<file path="config.mk">
export PLATFORM = sky130hd
export DESIGN_NAME = mema_read_sequencer
export DESIGN_NICKNAME = d
export VERILOG_FILES = /design/src/rtl/mema_read_sequencer.sv
export SDC_FILE = /design/constraint.sdc
export NUM_CORES = 1
export LEC_CHECK = 0
export ABC_AREA = 1
export CORE_MARGIN = 8
export CORE_UTILIZATION = 30
export CTS_BUF_LIST = sky130_fd_sc_hd__clkbuf_4 sky130_fd_sc_hd__clkbuf_8
export CTS_CLUSTER_SIZE = 24
export DETAILED_ROUTE_END_ITERATION = 8
export SLEW_MARGIN = 10
export SYNTH_ARGS = -nofsm -noshare
export SYNTH_HDL_FRONTEND = slang
export SYNTH_SLANG_ARGS = --single-unit
</file>
<file path="constraint.sdc">
create_clock -name clk -period 1.9 [get_ports clk]
set_input_delay 0.19 -clock clk [delete_from_list [all_inputs] [get_ports clk]]
set_output_delay 0.19 -clock clk [all_outputs]
set_load 0.005 [all_outputs]
</file>
<file path="src/rtl/mema_read_sequencer.sv">
// Matrix-A read sequencer: walks A row-group addresses, pulses read_preprocess per
// group, holds each address while chunks stream, and advances once every module is ready.
module mema_read_sequencer #(
  parameter int          no_of_row_by_vector_modules = 4,
  parameter int          no_of_units                 = 8,
  parameter int          no_of_elements_on_col_nos   = 20,
  parameter int          no_of_row_groups            = 16,
  parameter int unsigned start_address               = 0,
  parameter int          stream_cycles               = 9
) (
  input  logic                                      clk,
  input  logic                                      rst_n,
  input  logic                                      start,
  input  logic [no_of_row_by_vector_modules-1:0]    I_am_ready,
  output logic [31:0]                               memA_read_address,
  output logic                                      read_preprocess,
  output logic [32*no_of_row_by_vector_modules-1:0] no_of_multiples,
  output logic                                      busy,
  output logic                                      done
);

  localparam int          M           = no_of_row_by_vector_modules;
  localparam logic [31:0] CHUNKS      = 32'((no_of_elements_on_col_nos + no_of_units - 1) / no_of_units);
  localparam logic [31:0] FIRST_ADDR  = 32'(start_address);
  localparam logic [31:0] LAST_ADDR   = 32'(start_address + 32'(no_of_row_groups) - 32'd1);
  localparam logic [31:0] STREAM_LAST = 32'(stream_cycles - 1);

  typedef enum logic [2:0] {
    S_IDLE,
    S_PREPROC,
    S_STREAM,
    S_WAIT_READY,
    S_ADVANCE,
    S_DONE
  } state_t;

  state_t              r_state;
  state_t              w_next_state;
  logic [31:0]         r_addr;
  logic [31:0]         w_next_addr;
  logic [31:0]         r_cnt;
  logic [31:0]         w_next_cnt;
  logic                r_read_preprocess;
  logic                r_busy;
  logic                r_done;
  logic [32*M-1:0]     r_multiples;

  // NOTE: every always_comb target gets a default first so no path leaves it unassigned (no latch).
  always_comb begin
    w_next_state = r_state;
    w_next_addr  = r_addr;
    w_next_cnt   = r_cnt;
    unique case (r_state)
      S_IDLE: begin
        if (start) w_next_state = S_PREPROC;
      end
      S_PREPROC: begin
        w_next_cnt   = STREAM_LAST;
        w_next_state = S_STREAM;
      end
      S_STREAM: begin
        if (r_cnt == 32'd0) w_next_state = S_WAIT_READY;
        else                w_next_cnt   = r_cnt - 32'd1;
      end
      S_WAIT_READY: begin
        if (&I_am_ready) w_next_state = S_ADVANCE;
      end
      S_ADVANCE: begin
        if (r_addr == LAST_ADDR) begin
          w_next_state = S_DONE;
        end else begin
          w_next_addr  = r_addr + 32'd1;
          w_next_state = S_PREPROC;
        end
      end
      S_DONE: begin
        w_next_addr  = FIRST_ADDR;
        w_next_state = S_IDLE;
      end
      default: w_next_state = S_IDLE;
    endcase
  end

  // NOTE: sequential state uses non-blocking assignments so every register samples pre-edge values.
  // Flag outputs are registered from the current state, so they trail the state by one cycle.
  always_ff @(posedge clk) begin
    if (!rst_n) begin
      r_state           <= S_IDLE;
      r_addr            <= FIRST_ADDR;
      r_cnt             <= 32'd0;
      r_read_preprocess <= 1'b0;
      r_busy            <= 1'b0;
      r_done            <= 1'b0;
      r_multiples       <= {M{CHUNKS}};
    end else begin
      r_state           <= w_next_state;
      r_addr            <= w_next_addr;
      r_cnt             <= w_next_cnt;
      r_read_preprocess <= (r_state == S_PREPROC);
      r_busy            <= (r_state != S_IDLE);
      r_done            <= (r_state == S_DONE);
      r_multiples       <= r_multiples;
    end
  end

  assign memA_read_address = r_addr;
  assign read_preprocess   = r_read_preprocess;
  assign no_of_multiples   = r_multiples;
  assign busy              = r_busy;
  assign done              = r_done;

endmodule

</file>
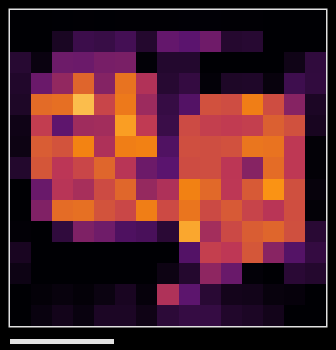
(images/density.png)
Scale bar: 50 µm. 15 x 15 tiles, from black (low) to pale yellow (high), 0 to 100% covered.
densest ninth of the die	centre
tiles over 75% full	1.8%
mean over tiles	27%
emptiest ninth of the die	lower left
nearly empty tiles	26%
fullest tile	86%

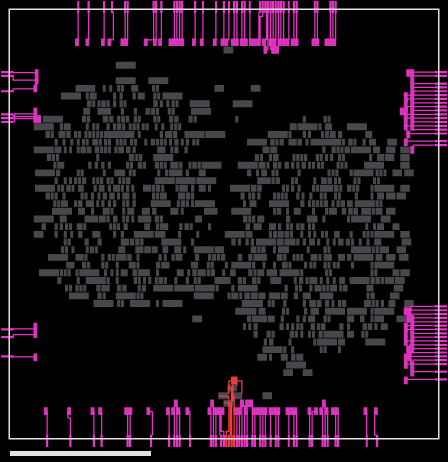
(images/port_nets.png)
Scale bar: 50 µm.
colour	port	bits	direction	edge	end cells	buffers	wire
red	I_am_ready	4	input	bottom	1	4	88.1 µm
magenta	no_of_multiples	128	output	42 bottom, 41 top, 36 right, 9 left	128	0	1320 µm

-- what timing repair did --
item                                    CTS  global route
endpoints found under the setup margin    0            32
buffers inserted                          0             1
resized                                   0             8
-- power by group through the flow --
stage	clock network [mW]	logic, mW	registers (mW)
after floorplan	0	3.21	1.79
after global placement	0	4.34	1.78
after detailed placement	0	4.37	1.78
after CTS	1.41	4.39	1.75
after global routing	1.45	5.04	1.77
final	1.36	4.47	1.75
-- per-stage QoR --
stage / hold WS [ps] / setup TNS, ps
2_1_floorplan: 325.7 / 0
3_3_place_gp: 492.3 / 0
3_5_place_dp: 501.8 / 0
4_1_cts: 514.9 / 0
5_1_grt: 526.4 / -42.41
6_report: 508.7 / 0
-- Yosys cell counts, types with 4 or more instances --
master and count:
nand2_1 235, nor2_1 192, buf_4 130, dfxtp_1 70
inv_1 66, nand3_1 57, a21oi_1 47, nand4_1 22
xor2_1 16, o21ai_0 13, clkbuf_1 9, buf_2 8
nor3_1 8, nor2_4 5, xnor2_1 4
-- final cells by class --
class                           instances  share of cell area
Multi-Input combinational cell        747              0.5069
Timing Repair Buffer                  114              0.1574
Tap cell                              229             0.04439
Inverter                               69             0.04012
Clock buffer                           10             0.02035
Sequential cell                        70              0.2175
Clock inverter                          6             0.01337
-- worst paths after layout --
path	endpoint	slack, ps	depth (start not counted)	start
min	r_cnt[3]$_SDFFE_PN0P_	510	2	r_cnt[3]$_SDFFE_PN0P_
min reg2reg	r_cnt[3]$_SDFFE_PN0P_	510	2	r_cnt[3]$_SDFFE_PN0P_
max	memA_read_address[26]$_SDFFE_PN0P_	140	10	memA_read_address[24]$_SDFFE_PN0P_
max reg2reg	memA_read_address[26]$_SDFFE_PN0P_	140	10	memA_read_address[24]$_SDFFE_PN0P_
==> notes.md <==
yosys + openroad results -> outcome finished, final reports clean, yosys aoi share 0.05906, total CTS buffers 9, DR iter-0 viols 352, Sequential Area 0.001404 mm², root buf cell clkbuf_8, max-cap viol count 0, PnR worst setup slack 135.6 ps, total tool warning count 26, GR Util met3 0.02465, GP Congestion 0.9079, Area Overhead vs Synth 17.20%, DP Area 0.006196 mm², Finish-stage setup viols 0, total chip power 7.587 mW, chip area 0.02295 mm², leading cell types in the layout, fill and taps excluded 235 x nand2_1, 190 x nor2_1, 128 x conb_1, drt first pass iters 5, yosys warns 0, WL per Instance 12.30 µm, Buffers & Inverters on Critical Path 1, GR Overflow Total 0, Worst-Skew Late Latency 360 ps, Worst Path Required 2190 ps, CP Data Arrival Time 2060 ps, Core Region 0.01796 mm², crit path max fanout 16, wire length on met3 1268 µm, final non-filler cell total 1245, biggest area consumer among synthesized cells dfxtp_1, drt drc 0, count of library flops with an enable pin 0, highest metal layer with signal wires met4, largest net degree at the start of global routing 49, fp_density 0.3066, pre-CTS setup slack 50.09 ps, area share, top type 0.2544, Chip Area, Yosys 0.005508 mm², Core Rows 49, Avg Inst Size Synth 6.066 µm², WL met1 6389 µm, yosys xor share 0.03180, Die Y 151.5 µm, VDD IR max 0.0007123 V, vias 5457, Power Dens Cells 1175 mW/mm², Post-Syn Area 0.005508 mm², Post-synth top flop dfxtp_1, switch share 0.4738, Seq cells post-synth 70, routed wire length 15320 µm, Cells after Synth 908, I/O pin count 170, GRT met2 Usage 0.2213, min cycle time layout 1764 ps, Async SR Flop Fraction 0, Antenna Violating Nets Remaining 0, Finished Cell Area 0.006455 mm², sequential share of power 0.230, Hold Crit Class reg2reg, Main area contributors dfxtp_1 25%, buf_4 18%, nand2_1 16%, most frequent logic cell in the layout nand2_1, crit-path cells nor2_1, nand3_1, nor2_1, nand2_1, nor2_4, nor2_4, buf_6, nor2_4, nand2_1, a21oi_1, initial antenna violation count 0, Post-CTS Hold Fix Bufs 0, startpoint types flop, clk slew on worst S/H paths 70 ps, H-tree depth 3, number of global-route vias before repair 4741, antenna fix cells 0, Main logic family simple AND/OR/NAND/NOR gates, Port Buffer Count 41, Final Cycle Share 0.9286, first-pass GRT wire length 23160 µm, vias per std cell 4.383, Layout fillers 2005, logic area 0.003272 mm², CTS tree yes, sw power 3.594 mW, CP Class reg2reg, placed insts 1227, maximum clock frequency 566.8 MHz, aggregate global-route resource usage 0.1255, leakage 2.932 nW, GR peak layer met2, CP delay by family, top simple AND/OR/NAND/NOR gates, peak per-stage delay on the critical path 310 ps, Die Width 151.5 µm
Power figures rest on the tool's default switching activity, not on a simulated workload.
